===== src/rtl/n64_pkg.sv =====
`default_nettype none
// ============================================================================
//  Module   : n64_pkg
//  Purpose  : Shared constants for the N64 controller-line receive path:
//             FSM state encoding, error codes and 50 MHz timing defaults.
//  Revision : 1.0 - initial release
// ============================================================================
package n64_pkg;

  // Receiver FSM state encoding
  localparam logic [2:0] ST_IDLE      = 3'd0;
  localparam logic [2:0] ST_ARMED     = 3'd1;
  localparam logic [2:0] ST_LOW       = 3'd2;
  localparam logic [2:0] ST_HIGH      = 3'd3;
  localparam logic [2:0] ST_STOP_LOW  = 3'd4;
  localparam logic [2:0] ST_STOP_HIGH = 3'd5;

  // Error codes reported alongside the error pulse
  localparam logic [1:0] ERR_NONE     = 2'b00;
  localparam logic [1:0] ERR_TIMEOUT  = 2'b01;
  localparam logic [1:0] ERR_LONG_LOW = 2'b10;
  localparam logic [1:0] ERR_TRUNC    = 2'b11;

  // Default timing at a 50 MHz system clock
  localparam int DEF_NUM_BITS      = 32;
  localparam int DEF_CNT_W         = 10;
  localparam int DEF_BIT_THRESH    = 100;
  localparam int DEF_MAX_LOW       = 250;
  localparam int DEF_MAX_HIGH      = 250;
  localparam int DEF_START_TIMEOUT = 1000;
  localparam int DEF_GLITCH_CYCLES = 3;

endpackage : n64_pkg
`default_nettype wire


===== src/rtl/n64_frame_receiver_if.sv =====
`default_nettype none
// ============================================================================
//  Module   : n64_frame_receiver_if
//  Purpose  : Control/status bundle between the frame receiver and its user
//             (transmit-side arming logic, line pad, register file).
//  Revision : 1.0 - initial release
// ============================================================================
interface n64_frame_receiver_if
  import n64_pkg::*;
#(
  parameter int NUM_BITS = DEF_NUM_BITS
);
  logic                start;
  logic                data_in;
  logic                busy;
  logic                data_valid;
  logic [NUM_BITS-1:0] data;
  logic                error;
  logic [1:0]          err_code;

  // User side: arms the receiver, supplies the line, consumes results
  modport master (
    output start, data_in,
    input  busy, data_valid, data, error, err_code
  );

  // Receiver side
  modport slave (
    input  start, data_in,
    output busy, data_valid, data, error, err_code
  );
endinterface : n64_frame_receiver_if
`default_nettype wire


===== src/rtl/n64_line_filter.sv =====
`default_nettype none
// ============================================================================
//  Module   : n64_line_filter
//  Purpose  : Two-flop synchroniser plus glitch filter for an asynchronous,
//             idle-high open-drain line. Produces a filtered level and
//             one-cycle rise/fall strobes aligned with level changes.
//  Revision : 1.0 - initial release
// ============================================================================
module n64_line_filter
  import n64_pkg::*;
#(
  parameter int GLITCH_CYCLES = DEF_GLITCH_CYCLES
) (
  input  logic clk,
  input  logic reset,
  input  logic line_in,
  output logic level,
  output logic rise,
  output logic fall
);

  localparam int               RUN_W    = (GLITCH_CYCLES > 1) ? $clog2(GLITCH_CYCLES) : 1;
  localparam logic [RUN_W-1:0] RUN_LAST = RUN_W'(GLITCH_CYCLES - 1);

  logic [1:0]       sync;
  logic [RUN_W-1:0] run_cnt;

  // Bring the raw line into the clock domain; idle level is high
  always_ff @(posedge clk or posedge reset) begin
    if (reset) begin
      sync <= 2'b11;
    end else begin
      sync <= {sync[0], line_in};
    end
  end

  // Accept a new level only after GLITCH_CYCLES consecutive differing samples
  always_ff @(posedge clk or posedge reset) begin
    if (reset) begin
      level   <= 1'b1;
      run_cnt <= '0;
      rise    <= 1'b0;
      fall    <= 1'b0;
    end else begin
      rise <= 1'b0;
      fall <= 1'b0;
      if (sync[1] == level) begin
        run_cnt <= '0;
      end else if (run_cnt == RUN_LAST) begin
        level   <= sync[1];
        rise    <= sync[1];
        fall    <= ~sync[1];
        run_cnt <= '0;
      end else begin
        run_cnt <= run_cnt + 1'b1;
      end
    end
  end

endmodule : n64_line_filter
`default_nettype wire


===== src/rtl/n64_frame_receiver.sv =====
`default_nettype none
// ============================================================================
//  Module   : n64_frame_receiver
//  Purpose  : Receives one N64 serial frame (NUM_BITS data bits MSB first plus
//             a stop bit). Bits are classified by measured low-pulse width;
//             timeouts per phase report start timeout, long low or truncation.
//  Revision : 1.0 - initial release
// ============================================================================
module n64_frame_receiver
  import n64_pkg::*;
#(
  parameter int NUM_BITS      = DEF_NUM_BITS,
  parameter int CNT_W         = DEF_CNT_W,
  parameter int BIT_THRESH    = DEF_BIT_THRESH,
  parameter int MAX_LOW       = DEF_MAX_LOW,
  parameter int MAX_HIGH      = DEF_MAX_HIGH,
  parameter int START_TIMEOUT = DEF_START_TIMEOUT,
  parameter int GLITCH_CYCLES = DEF_GLITCH_CYCLES
) (
  input  logic                 clk,
  input  logic                 reset,
  n64_frame_receiver_if.slave  bus
);

  localparam int IDX_W = $clog2(NUM_BITS + 1);

  // Limits are compared against the counter value before it is advanced, so a
  // phase that began with the counter at 1 trips on its Nth cycle.
  localparam logic [CNT_W-1:0] CNT_MAX    = {CNT_W{1'b1}};
  localparam logic [CNT_W-1:0] THRESH     = CNT_W'(BIT_THRESH);
  localparam logic [CNT_W-1:0] LOW_LIMIT  = CNT_W'(MAX_LOW - 1);
  localparam logic [CNT_W-1:0] HIGH_LIMIT = CNT_W'(MAX_HIGH - 1);
  localparam logic [CNT_W-1:0] TMO_LIMIT  = CNT_W'(START_TIMEOUT - 1);
  localparam logic [CNT_W-1:0] STOP_HOLD  = CNT_W'(GLITCH_CYCLES);
  localparam logic [IDX_W-1:0] LAST_IDX   = IDX_W'(NUM_BITS);

  logic [2:0]          state;
  logic [CNT_W-1:0]    cnt;
  logic [CNT_W-1:0]    cnt_inc;
  logic [IDX_W-1:0]    bit_idx;
  logic                busy;
  logic                data_valid;
  logic                error;
  logic [1:0]          err_code;
  logic [NUM_BITS-1:0] data;
  logic                level;
  logic                rise;
  logic                fall;
  logic                bit_val;

  n64_line_filter #(
    .GLITCH_CYCLES (GLITCH_CYCLES)
  ) u_line_filter (
    .clk     (clk),
    .reset   (reset),
    .line_in (bus.data_in),
    .level   (level),
    .rise    (rise),
    .fall    (fall)
  );

  // Saturating phase counter and short-low-means-one bit decision
  assign cnt_inc = (cnt == CNT_MAX) ? cnt : cnt + 1'b1;
  assign bit_val = (cnt < THRESH);

  assign bus.busy       = busy;
  assign bus.data_valid = data_valid;
  assign bus.data       = data;
  assign bus.error      = error;
  assign bus.err_code   = err_code;

  // Frame FSM: one shared counter measures the current phase
  always_ff @(posedge clk or posedge reset) begin
    if (reset) begin
      state      <= ST_IDLE;
      cnt        <= '0;
      bit_idx    <= '0;
      busy       <= 1'b0;
      data_valid <= 1'b0;
      error      <= 1'b0;
      err_code   <= ERR_NONE;
      data       <= '0;
    end else begin
      data_valid <= 1'b0;
      error      <= 1'b0;
      case (state)
        ST_IDLE: begin
          if (bus.start) begin
            state    <= ST_ARMED;
            busy     <= 1'b1;
            err_code <= ERR_NONE;
            bit_idx  <= '0;
            cnt      <= '0;
          end
        end

        ST_ARMED: begin
          if (fall) begin
            state <= ST_LOW;
            cnt   <= CNT_W'(1);
          end else if (cnt >= TMO_LIMIT) begin
            state    <= ST_IDLE;
            busy     <= 1'b0;
            error    <= 1'b1;
            err_code <= ERR_TIMEOUT;
          end else begin
            cnt <= cnt_inc;
          end
        end

        ST_LOW: begin
          if (rise) begin
            data    <= (data << 1) | NUM_BITS'(bit_val);
            bit_idx <= bit_idx + 1'b1;
            cnt     <= CNT_W'(1);
            state   <= ST_HIGH;
          end else if (cnt >= LOW_LIMIT) begin
            state    <= ST_IDLE;
            busy     <= 1'b0;
            error    <= 1'b1;
            err_code <= ERR_LONG_LOW;
          end else begin
            cnt <= cnt_inc;
          end
        end

        ST_HIGH: begin
          if (fall) begin
            cnt   <= CNT_W'(1);
            state <= (bit_idx == LAST_IDX) ? ST_STOP_LOW : ST_LOW;
          end else if (cnt >= HIGH_LIMIT) begin
            // Covers both a short frame and a missing stop bit
            state    <= ST_IDLE;
            busy     <= 1'b0;
            error    <= 1'b1;
            err_code <= ERR_TRUNC;
          end else begin
            cnt <= cnt_inc;
          end
        end

        ST_STOP_LOW: begin
          if (rise) begin
            if (bit_val) begin
              cnt   <= CNT_W'(1);
              state <= ST_STOP_HIGH;
            end else begin
              state    <= ST_IDLE;
              busy     <= 1'b0;
              error    <= 1'b1;
              err_code <= ERR_LONG_LOW;
            end
          end else if (cnt >= LOW_LIMIT) begin
            state    <= ST_IDLE;
            busy     <= 1'b0;
            error    <= 1'b1;
            err_code <= ERR_LONG_LOW;
          end else begin
            cnt <= cnt_inc;
          end
        end

        ST_STOP_HIGH: begin
          if (fall) begin
            state    <= ST_IDLE;
            busy     <= 1'b0;
            error    <= 1'b1;
            err_code <= ERR_TRUNC;
          end else if (level && (cnt >= STOP_HOLD)) begin
            state      <= ST_IDLE;
            busy       <= 1'b0;
            data_valid <= 1'b1;
          end else begin
            cnt <= cnt_inc;
          end
        end

        default: begin
          state <= ST_IDLE;
          busy  <= 1'b0;
        end
      endcase
    end
  end

endmodule : n64_frame_receiver
`default_nettype wire


===== src/flat_wrapper.sv =====
// flat-port wrapper written by rule: the top's interface ports become plain ports
module n64_frame_receiver_flat import n64_pkg::*;
#(
  parameter int NUM_BITS      = DEF_NUM_BITS,
  parameter int CNT_W         = DEF_CNT_W,
  parameter int BIT_THRESH    = DEF_BIT_THRESH,
  parameter int MAX_LOW       = DEF_MAX_LOW,
  parameter int MAX_HIGH      = DEF_MAX_HIGH,
  parameter int START_TIMEOUT = DEF_START_TIMEOUT,
  parameter int GLITCH_CYCLES = DEF_GLITCH_CYCLES
)
  (clk, reset, bus_start, bus_data_in, bus_busy, bus_data_valid, bus_data, bus_error, bus_err_code);
  n64_frame_receiver_if #(.NUM_BITS(NUM_BITS)) bus_i ();
  input  logic clk;
  input  logic reset;
  input wire logic [$bits(bus_i.start)-1:0] bus_start;
  input wire logic [$bits(bus_i.data_in)-1:0] bus_data_in;
  output wire logic [$bits(bus_i.busy)-1:0] bus_busy;
  output wire logic [$bits(bus_i.data_valid)-1:0] bus_data_valid;
  output wire logic [$bits(bus_i.data)-1:0] bus_data;
  output wire logic [$bits(bus_i.error)-1:0] bus_error;
  output wire logic [$bits(bus_i.err_code)-1:0] bus_err_code;
  assign bus_i.start = bus_start;
  assign bus_i.data_in = bus_data_in;
  assign bus_busy = bus_i.busy;
  assign bus_data_valid = bus_i.data_valid;
  assign bus_data = bus_i.data;
  assign bus_error = bus_i.error;
  assign bus_err_code = bus_i.err_code;
  n64_frame_receiver #(.NUM_BITS(NUM_BITS), .CNT_W(CNT_W), .BIT_THRESH(BIT_THRESH), .MAX_LOW(MAX_LOW), .MAX_HIGH(MAX_HIGH), .START_TIMEOUT(START_TIMEOUT), .GLITCH_CYCLES(GLITCH_CYCLES)) u_core (.clk(clk), .reset(reset), .bus(bus_i));
endmodule

===== config.mk =====
export PLATFORM = sky130hd
export DESIGN_NAME = n64_frame_receiver_flat
export DESIGN_NICKNAME = d
export VERILOG_FILES = /design/src/rtl/n64_pkg.sv /design/src/rtl/n64_frame_receiver_if.sv /design/src/rtl/n64_line_filter.sv /design/src/rtl/n64_frame_receiver.sv /design/src/flat_wrapper.sv
export SDC_FILE = /design/constraint.sdc
export NUM_CORES = 1
export LEC_CHECK = 0
export CELL_PAD_IN_SITES_DETAIL_PLACEMENT = 1
export CELL_PAD_IN_SITES_GLOBAL_PLACEMENT = 2
export CORE_UTILIZATION = 36
export CTS_CLUSTER_SIZE = 24
export DETAILED_ROUTE_END_ITERATION = 7
export PLACE_DENSITY_LB_ADDON = 0.25
export SYNTH_ARGS = -nofsm -noshare
export SYNTH_HDL_FRONTEND = slang
export SYNTH_SLANG_ARGS = --single-unit

===== constraint.sdc =====
create_clock -name clk -period 2.8 [get_ports clk]
set_input_delay 0.42 -clock clk [delete_from_list [all_inputs] [get_ports clk]]
set_output_delay 0.42 -clock clk [all_outputs]
set_load 0.05 [all_outputs]

==> impl_metrics.csv <==
group,metric,value,unit
synthesis,synthTopCellsByArea,"dfrtp_1, mux2_2, o21ai_0",
die,fp_util,0.377,
clock_network,cts_setup_buffers,0,
route,drc,1,
synthesis,synth_compound_gate_area_share,0.161,
cells_and_area,logic_area,1570,sq um
clock_network,cts_tree,"yes",
synthesis,ys_chip_area,3320,sq um
clock_network,cts_buffer_depth,2,
worst_hold_path,worstHoldStart,"u_core.u_line_filter.sync[0]$_DFF_PP1_",
grt,grt_pass1_wl,14200,microns
run_status,run_status,"complete, but fails checks",
grt,grt_pass1_vias,2728,
route,via_per_inst,5.48,
grt,use_met1,0.249,
sta,setup_viol_count_final,0,
setup_path,critPathLaunchType,"flip-flop",
die,rows,34,
sta,rsz0062_at_grt,"no",
synthesis,avgSynthCellArea,10.5,sq um
synthesis,postSynth.asyncResetShare,1.00,
sta,fmax,0.421,GHz
sta,finalHoldViolations,0,
cells_and_area,top_regs,"u_core.bus.data: 32 flops, u_core.cnt: 10 flops, u_core.bit_idx: 6 flops",
setup_path,endpoint,"u_core.cnt[4]$_DFFE_PP0P_",
route,dr.max_layer_used,"met4",
run,warnings,30,
pwr,seq_power_share,0.377,
route,m1WireLength,3770,microns
cells_and_area,final_util,0.458,
route,wirelength,8320,microns
clock_network,cts_resized,0,
cells_and_area,sh_seq_area,0.392,
route,wl_met3,231,microns
synthesis,synth_warnings,0,
setup_path,worstPathMaxFanout,9,
synthesis,postSynthSeqShare,0.476,
sta,period_used_share,0.849,
synthesis,adder_share,0.0264,
pwr,leakage,0.00177,uW
cells_and_area,multi_input_comb_cells,221,
setup_path,crit_start,"u_core.cnt[0]$_DFFE_PP0P_",
die,die_h,98.0,microns
route,ant_nets,0,
setup_path,rr_worst_depth,7,
setup_path,critical-path-max-stage-delay,0.50,ns
worst_hold_path,hold_path.class,"reg2reg",
synthesis,ys_cells,315,
setup_path,cp_top_family,"AND-OR/OR-AND gates",
worst_hold_path,whs_path_depth,0,
cells_and_area,drive_gt1_frac,0.218,
setup_path,end_kind,"flip-flop",
pwr,powerDensity,717,nW/um^2
pwr,maxPowerGroup,"registers",
setup_path,crit_chain,"ha_1 -> a211oi_1 -> nor3_1 -> a211oi_2 -> and2_1 -> nand3_1 -> o31ai_1",
synthesis,logic_family,"simple AND/OR/NAND/NOR gates",
run_status,violations,"design-rule violations",
clock_network,cts_root_buf,"clkbuf_8",
pwr,comb_power,882,uW
grt,grt_max_degree,64,
synthesis,synth-edff-count,0,
cells_and_area,num_antenna_cells,0,
pwr,p_int,1860,uW
cells_and_area,final_nets,368,
sta,timing.final.crit_period,2.38,ns
placed_design,portBuffers,40,
clock_network,cts.reportedPaths.clkPinSlew,0.08,ns
pwr,comb_power_share,0.305,
setup_path,critical_path_class,"reg2reg",
setup_path,worst-path-buf-inv,0,
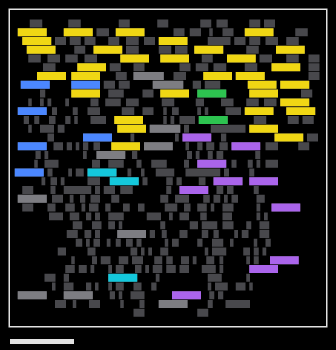
(images/registers.png)
The bar under the picture is 20 microns long. Other sequential cells in the stronger gray, the rest of the logic in the fainter gray.
yellow -> u_core.bus.data  # flops 32
green -> u_core.u_line_filter.run_cnt  # flops 2
blue -> u_core.bit_idx  # flops 6
cyan -> u_core.state  # flops 3
purple -> u_core.cnt  # flops 10

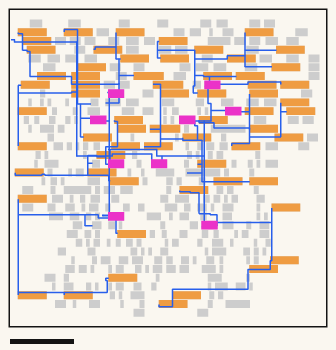
(images/clock_map.png)
The bar under the picture is 20 microns long.
magenta -> cells driving clock nets  # count 9
orange -> flip-flops  # count 63
blue -> clock wires  # length 956 microns
flops lie = widely spread
P_clk: 922 uW
final clock skew: 0.0126 ns
Clock Power Share: 0.319
worst-skew pair later-pin latency: 0.34 ns

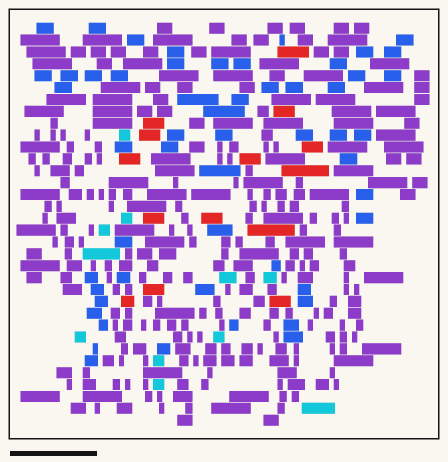
(images/drive_strength.png)
The bar under the picture is 20 microns long.
purple -> drive 1 or less  # cells 283, share 78%
red -> drive 6 and up  # cells 14, share 3.9%
cyan -> drive 3 to 4  # cells 11, share 3.0%
blue -> drive 2  # cells 54, share 15%
area delta synth->final: 21.6%
Non-Clock Buffer Count: 46
final instance area: 4040 sq um

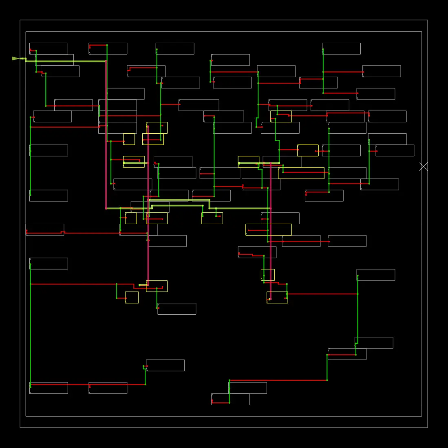
(images/final_clocks.png)
number of sequential cells: 63
clock buf count: 10
CTS buffer count: 9
clk sinks: 63

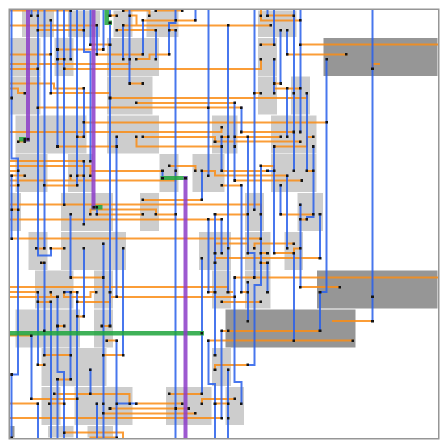
(images/zoom.png)
Region (59, 10) to (89, 40) microns. Cells in gray, sequential cells in the stronger gray; small squares are vias.
purple -> met4
green -> met3
orange -> met1
blue -> met2
most frequent = nor2_1 (9), nand2_1 (4)
cells with their middle in the window = 46
netlist names of flops here include = u_core.cnt (3)
sequential cells in the window = 3

Power is estimated from default activity; no workload was simulated.
